[src/rtl/cpu_pkg.sv]
// rtl/cpu_pkg.sv - shared opcodes, ALU codes, register codes and FSM states for the model CPU controller
package cpu_pkg;

    localparam int CPU_DW = 8;
    localparam int CPU_AW = 8;
    localparam int CPU_RW = 2;

    // Opcode field ir[7:4]; 0xD and 0xE are unassigned and decode as illegal.
    localparam logic [3:0] OP_NOP  = 4'h0;
    localparam logic [3:0] OP_MOV  = 4'h1;
    localparam logic [3:0] OP_ADD  = 4'h2;
    localparam logic [3:0] OP_SUB  = 4'h3;
    localparam logic [3:0] OP_AND  = 4'h4;
    localparam logic [3:0] OP_OR   = 4'h5;
    localparam logic [3:0] OP_NOT  = 4'h6;
    localparam logic [3:0] OP_LDI  = 4'h7;
    localparam logic [3:0] OP_LD   = 4'h8;
    localparam logic [3:0] OP_ST   = 4'h9;
    localparam logic [3:0] OP_JMP  = 4'hA;
    localparam logic [3:0] OP_JZ   = 4'hB;
    localparam logic [3:0] OP_JC   = 4'hC;
    localparam logic [3:0] OP_HALT = 4'hF;

    // ALU function select; operand a is reg[rwba], operand b is reg[raa].
    localparam logic [2:0] ALU_PASS_S = 3'd0;
    localparam logic [2:0] ALU_ADD    = 3'd1;
    localparam logic [2:0] ALU_SUB    = 3'd2;
    localparam logic [2:0] ALU_AND    = 3'd3;
    localparam logic [2:0] ALU_OR     = 3'd4;
    localparam logic [2:0] ALU_NOT_S  = 3'd5;

    // Register file addresses; 11 selects no register and is rejected.
    localparam logic [1:0] REG_A   = 2'b00;
    localparam logic [1:0] REG_B   = 2'b01;
    localparam logic [1:0] REG_C   = 2'b10;
    localparam logic [1:0] REG_BAD = 2'b11;

    typedef enum logic [2:0] {
        ST_FETCH  = 3'd0,
        ST_DECODE = 3'd1,
        ST_IMM    = 3'd2,
        ST_EXEC   = 3'd3,
        ST_WB     = 3'd4,
        ST_HALT   = 3'd5
    } state_t;

endpackage

[src/rtl/cpu_decode.sv]
// rtl/cpu_decode.sv - combinational instruction classifier for the model CPU controller
module cpu_decode
    import cpu_pkg::*;
(
    input  logic [7:0] ir,
    output logic       two_byte,
    output logic       uses_rs,
    output logic       uses_rd,
    output logic       is_alu,
    output logic [2:0] alu_op,
    output logic       illegal
);

    logic [3:0] op;
    logic [1:0] rs;
    logic [1:0] rd;
    logic       bad_op;

    assign op = ir[7:4];
    assign rs = ir[3:2];
    assign rd = ir[1:0];

    // Classify the opcode, then flag unassigned opcodes or a used register field of 11
    always_comb begin
        two_byte = 1'b0;
        uses_rs  = 1'b0;
        uses_rd  = 1'b0;
        is_alu   = 1'b0;
        alu_op   = ALU_PASS_S;
        bad_op   = 1'b0;
        case (op)
            OP_NOP, OP_HALT: ;
            OP_MOV: begin
                uses_rs = 1'b1;
                uses_rd = 1'b1;
            end
            OP_ADD: begin
                uses_rs = 1'b1;
                uses_rd = 1'b1;
                is_alu  = 1'b1;
                alu_op  = ALU_ADD;
            end
            OP_SUB: begin
                uses_rs = 1'b1;
                uses_rd = 1'b1;
                is_alu  = 1'b1;
                alu_op  = ALU_SUB;
            end
            OP_AND: begin
                uses_rs = 1'b1;
                uses_rd = 1'b1;
                is_alu  = 1'b1;
                alu_op  = ALU_AND;
            end
            OP_OR: begin
                uses_rs = 1'b1;
                uses_rd = 1'b1;
                is_alu  = 1'b1;
                alu_op  = ALU_OR;
            end
            OP_NOT: begin
                uses_rs = 1'b1;
                uses_rd = 1'b1;
                is_alu  = 1'b1;
                alu_op  = ALU_NOT_S;
            end
            OP_LDI, OP_LD: begin
                two_byte = 1'b1;
                uses_rd  = 1'b1;
            end
            OP_ST: begin
                two_byte = 1'b1;
                uses_rs  = 1'b1;
            end
            OP_JMP, OP_JZ, OP_JC: begin
                two_byte = 1'b1;
            end
            default: bad_op = 1'b1;
        endcase
        illegal = bad_op
                | (uses_rs && (rs == REG_BAD))
                | (uses_rd && (rd == REG_BAD));
    end

endmodule

[src/rtl/cpu_ctrl.sv]
// rtl/cpu_ctrl.sv - multi-cycle fetch/decode/execute controller for the 8-bit model machine
module cpu_ctrl
    import cpu_pkg::*;
#(
    parameter int DW = CPU_DW,
    parameter int AW = CPU_AW,
    parameter int RW = CPU_RW
) (
    input  logic          clk,
    input  logic          rst_n,
    output logic [AW-1:0] rom_addr,
    input  logic [DW-1:0] rom_data,
    output logic [RW-1:0] raa,
    output logic [RW-1:0] rwba,
    output logic          we,
    output logic [DW-1:0] i,
    input  logic [DW-1:0] s_in,
    output logic [2:0]    alu_op,
    input  logic [DW-1:0] alu_y,
    input  logic          alu_c,
    input  logic          alu_z,
    output logic [AW-1:0] mem_addr,
    output logic [DW-1:0] mem_wdata,
    output logic          mem_rd_n,
    output logic          mem_wr_n,
    input  logic [DW-1:0] mem_rdata,
    output logic          halted,
    output logic          err
);

    state_t        state;
    state_t        state_nxt;
    logic [AW-1:0] pc;
    logic [DW-1:0] ir;
    logic [DW-1:0] imm;
    logic [DW-1:0] wbd;
    logic          z_flag;
    logic          c_flag;
    logic          skip;

    logic [3:0]    op;
    logic [RW-1:0] rs;
    logic [RW-1:0] rd;

    logic          dec_two_byte;
    logic          dec_uses_rs;
    logic          dec_uses_rd;
    logic          dec_is_alu;
    logic [2:0]    dec_alu_op;
    logic          dec_illegal;

    assign op = ir[7:4];
    assign rs = ir[3:2];
    assign rd = ir[1:0];

    cpu_decode u_decode (
        .ir       (ir),
        .two_byte (dec_two_byte),
        .uses_rs  (dec_uses_rs),
        .uses_rd  (dec_uses_rd),
        .is_alu   (dec_is_alu),
        .alu_op   (dec_alu_op),
        .illegal  (dec_illegal)
    );

    // State register; reset always returns to FETCH, including out of HALT
    always_ff @(posedge clk) begin
        if (!rst_n) begin
            state <= ST_FETCH;
        end else begin
            state <= state_nxt;
        end
    end

    // Next state and all interface outputs, decoded from the current state only
    always_comb begin
        state_nxt = state;
        rom_addr  = pc;
        raa       = '0;
        rwba      = '0;
        we        = 1'b1;
        i         = '0;
        alu_op    = ALU_PASS_S;
        mem_addr  = '0;
        mem_wdata = '0;
        mem_rd_n  = 1'b1;
        mem_wr_n  = 1'b1;
        halted    = 1'b0;
        err       = 1'b0;
        case (state)
            ST_FETCH: state_nxt = ST_DECODE;
            ST_DECODE: begin
                if (dec_illegal) begin
                    // Rejected instruction still consumes its immediate byte
                    err       = 1'b1;
                    state_nxt = dec_two_byte ? ST_IMM : ST_FETCH;
                end else if (op == OP_HALT) begin
                    state_nxt = ST_HALT;
                end else if (dec_two_byte) begin
                    state_nxt = ST_IMM;
                end else if (op == OP_NOP) begin
                    state_nxt = ST_FETCH;
                end else begin
                    state_nxt = ST_EXEC;
                end
            end
            ST_IMM: state_nxt = skip ? ST_FETCH : ST_EXEC;
            ST_EXEC: begin
                raa    = dec_uses_rs ? rs : REG_A;
                rwba   = dec_uses_rd ? rd : REG_A;
                alu_op = dec_alu_op;
                if (op == OP_LD) begin
                    mem_addr = imm;
                    mem_rd_n = 1'b0;
                end
                if (op == OP_ST) begin
                    mem_addr  = imm;
                    mem_wdata = s_in;
                    mem_wr_n  = 1'b0;
                end
                case (op)
                    OP_ST, OP_JMP, OP_JZ, OP_JC: state_nxt = ST_FETCH;
                    default:                     state_nxt = ST_WB;
                endcase
            end
            ST_WB: begin
                // Register file captures on the falling edge inside this cycle
                rwba      = rd;
                we        = 1'b0;
                i         = wbd;
                state_nxt = ST_FETCH;
            end
            ST_HALT: halted = 1'b1;
            default: state_nxt = ST_FETCH;
        endcase
    end

    // Datapath registers: pc, instruction, immediate, write-back data and flags
    always_ff @(posedge clk) begin
        if (!rst_n) begin
            pc     <= '0;
            ir     <= '0;
            imm    <= '0;
            wbd    <= '0;
            z_flag <= 1'b0;
            c_flag <= 1'b0;
            skip   <= 1'b0;
        end else begin
            case (state)
                ST_FETCH: begin
                    ir <= rom_data;
                    pc <= pc + 1'b1;
                end
                ST_DECODE: skip <= dec_illegal;
                ST_IMM: begin
                    imm <= rom_data;
                    pc  <= pc + 1'b1;
                end
                ST_EXEC: begin
                    if (dec_is_alu) begin
                        wbd    <= alu_y;
                        z_flag <= alu_z;
                        c_flag <= alu_c;
                    end
                    // Conditional jumps test the flags left by the previous instruction
                    case (op)
                        OP_MOV: wbd <= s_in;
                        OP_LDI: wbd <= imm;
                        OP_LD:  wbd <= mem_rdata;
                        OP_JMP: pc  <= imm;
                        OP_JZ:  if (z_flag) pc <= imm;
                        OP_JC:  if (c_flag) pc <= imm;
                        default: ;
                    endcase
                end
                default: ;
            endcase
        end
    end

endmodule

[config.mk]
export PLATFORM = sky130hd
export DESIGN_NAME = cpu_ctrl
export DESIGN_NICKNAME = d
export VERILOG_FILES = /design/src/rtl/cpu_pkg.sv /design/src/rtl/cpu_decode.sv /design/src/rtl/cpu_ctrl.sv
export SDC_FILE = /design/constraint.sdc
export NUM_CORES = 1
export LEC_CHECK = 0
export CORE_MARGIN = 1.5
export CORE_UTILIZATION = 49
export DETAILED_ROUTE_END_ITERATION = 7
export GPL_ROUTABILITY_DRIVEN = 1
export PLACE_DENSITY = 0.95
export SETUP_SLACK_MARGIN = 0.5
export SYNTH_ARGS = -nofsm -noshare
export SYNTH_HDL_FRONTEND = slang
export SYNTH_SLANG_ARGS = --single-unit
[constraint.sdc]
create_clock -name clk -period 5.9 [get_ports clk]
set_input_delay 1.77 -clock clk [delete_from_list [all_inputs] [get_ports clk]]
set_output_delay 1.77 -clock clk [all_outputs]
set_load 0.1 [all_outputs]
### Gate families picked out

(6 px per micron)
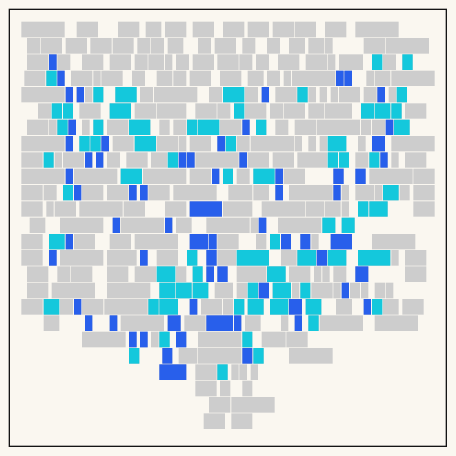
legend:
  blue:
    family: NOR gates
    cells: 66
  cyan:
    family: inverting AOI/OAI gates
    cells: 71

### The clock network

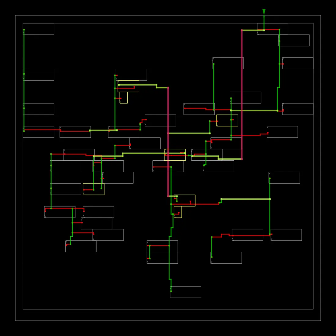
Clk. pwr: 0.174 mW
flip-flops: 38
CTS sink cnt: 38
Worst Clk Skew: 0.00645 ns
clk latency late pin: 0.30 ns

==> out/metrics.cfg <==
[final_timing]
hold_viol=0
whs_ns=0.466
tns_ns=0
fin_crit_ns=5.15
period_used_pct=87.3
setup_viol=0
grt_setup_unrepaired=false
relSlewSlack_pct=33.6
setup_ws_ns=0.752

[worst_setup_path]
r2r-start=ir[4]$_SDFFE_PN0P_
endpoint=mem_addr[6]
crit_required_ns=4.13
start_kind=register
cp_data_arrival_time_ns=3.38
crit_fanout=18
r2r_end=wbd[5]$_SDFFE_PN0P_
critical_path_class=register to output pin
crit_path_start=state[0]$_SDFFE_PN0N_

[pwr]
pg_comb_mw=0.356
p_seq_mw=0.367
clkPwrFrac_pct=19.4
seqPwrFrac_pct=40.9
pwr-share-comb_pct=39.7
peakVddDrop_mv=0.180
switchingPower_mw=0.391
power_density_nw_per_um2=281
top_power_group=registers

[grt]
grt_pass1_vias=2365
grt_pass1_wl_mm=11.5
grt_antenna_before_repair=0
grt-ovfl-total=0
grt_usage_pct=27.7

[cts]
root_buffer=clkbuf_8
post_cts_buffers=0
ctsHoldBuffers=0
clk_pin_slew_worst_paths_ns=0.08
cts_tree=yes
cts_buffers=5
cts_resized=0
cts_max_level=2

[layout]
layout.nets=414
stdcell_count=431
seqCellArea_sq_um=761
comb_area_sq_um=1440
final_util_pct=68.1
seq_share_pct=23.8
sh_comb_area_pct=45.2
clockNetworkAreaShare_pct=2.47
fillCellCount=380
n_all_buffers=81
biggestCellCategory=multi-input combinational cells
drive_gt1_share_pct=8.75
nonClkBufAreaFrac_pct=24.4
nClkBuffers=5
n_all_inverters=17
final_area_sq_um=3190
syn_to_final_growth_pct=34.6

[synth]
synth_cell_types=56
ys_seq_share_pct=32.1
top_cell=nor2_1
ys_warn_count=0
top_cell_area_share_pct=32.1
flop_cell=dfxtp_1
common_cells=46 x nor2_1, 38 x dfxtp_1, 26 x o21ai_0, 21 x nand2_1, 18 x and2_1
numSynthFlops=38
edf_count=0
top_cells_by_area=dfxtp_1 32%, nor2_1 7.3%, mux2i_1 5.9%
ys_chip_area_sq_um=2370
syn_nets=350
syn_area_sq_um=2370
synth-async-reset-ratio_pct=0
synth_stat.cells=313
synth_area_leader_cell=dfxtp_1
syn_avg_cell_area_sq_um=7.58

[floorplanning]
initCoreUtil_pct=50.6
core_area_sq_um=4690
core.rowCount=25
die_h_microns=72.6
die_w_microns=72.6
dieArea_sq_um=5270
num_io_pins=80

[hold_path]
hold_depth=2
min_to=z_flag$_SDFFE_PN0P_
hold_path_startpoint=z_flag$_SDFFE_PN0P_
hold_class=register to register

[flow_run]
maxCapViolCount=0
warning_count=27

[detailed_routing]
firstDrtPassIters=6
viasPerCell=6.19
ant_nets=0
wl_per_cell_microns=16.8
vias=2668
drtIter0Drc=288

[placement]
pre_cts_ws_ns=1.14
routabilityCongestion=0.888
portBuffers=79
hpwl_mm=5.19

[run_status]
status=complete, no violations

### Port wiring

(4 px per micron)
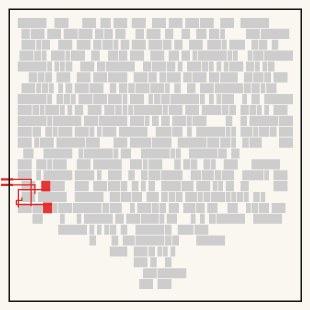
legend:
  red:
    port: raa
    bits: 2
    direction: output
    edge: left
    end_cells: 2
    buffers: 2
    wire: 43.5 microns

### Sequential cells grouped by signal name

(4 px per micron) Other sequential cells in the stronger grey, the rest of the logic in the fainter grey.
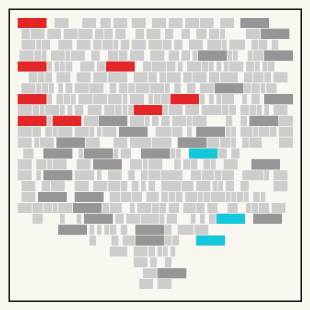
legend:
  cyan:
    netlist_name: state
    flops: 3
  red:
    netlist_name: wbd
    flops: 8
not coloured: 27

==> layer usage <==
layer	track usage [%]	share of wire, %	vias to the layer above
met5	0	0	-
met4	12.2	3.4	0
met3	4.97	7.5	28
met2	45.6	50	158
met1	35.5	39	1233
li1	-	-	1249
==> sequential cells by signal, indices dropped and copies added, names as in the netlist <==
register,count
wbd,8
ir,8
z_flag,1
imm,8
state,3
skip,1
c_flag,1
rom_addr,8
==> cells in the final DEF, fill, tap and decap left out, types with 2 or more instances in the layout <==
cell type,Yosys,layout
clkdlybuf4s50_1,0,69
mux2i_1,14,14
buf_4,0,12
a21boi_0,3,3
and2_1,18,18
nor2_1,46,46
nor3_1,11,11
clkinv_2,0,2
o32ai_1,2,2
nor4_1,4,2
clkbuf_8,0,5
a32o_1,2,2
inv_1,16,16
nand2_1,21,21
nand4_1,2,2
a221oi_1,2,2
nand3b_1,3,3
a21o_1,2,2
o211ai_1,4,4
xnor2_1,2,2
nor4_2,0,2
o21ai_0,26,26
a31oi_1,2,2
nand2b_1,3,3
and3_1,9,9
a222oi_1,8,8
dfxtp_1,38,38
a21oi_1,13,13
nand3_1,9,9
o21ai_2,2,2
==> cell families (layout without fill, tap and decap cells) <==
logic type	Yosys count	in the layout	share of synthesized area (%)
buf+inv	41	105	7.70
mux	14	14	5.90
simple gates	137	137	29.5
fa+ha+maj	1	1	0.527
flops	38	38	32.1
xor+xnor	2	2	0.738
compound gates	80	80	23.6
==> worst max-delay path, stage by stage (launching register included) <==
cell	delay (ns)
dfxtp_1	0.56
and3b_1	0.63
and3_1	0.54
and2_1	0.21
clkdlybuf4s50_1	1.13
Power is estimated from default activity; no workload was simulated.
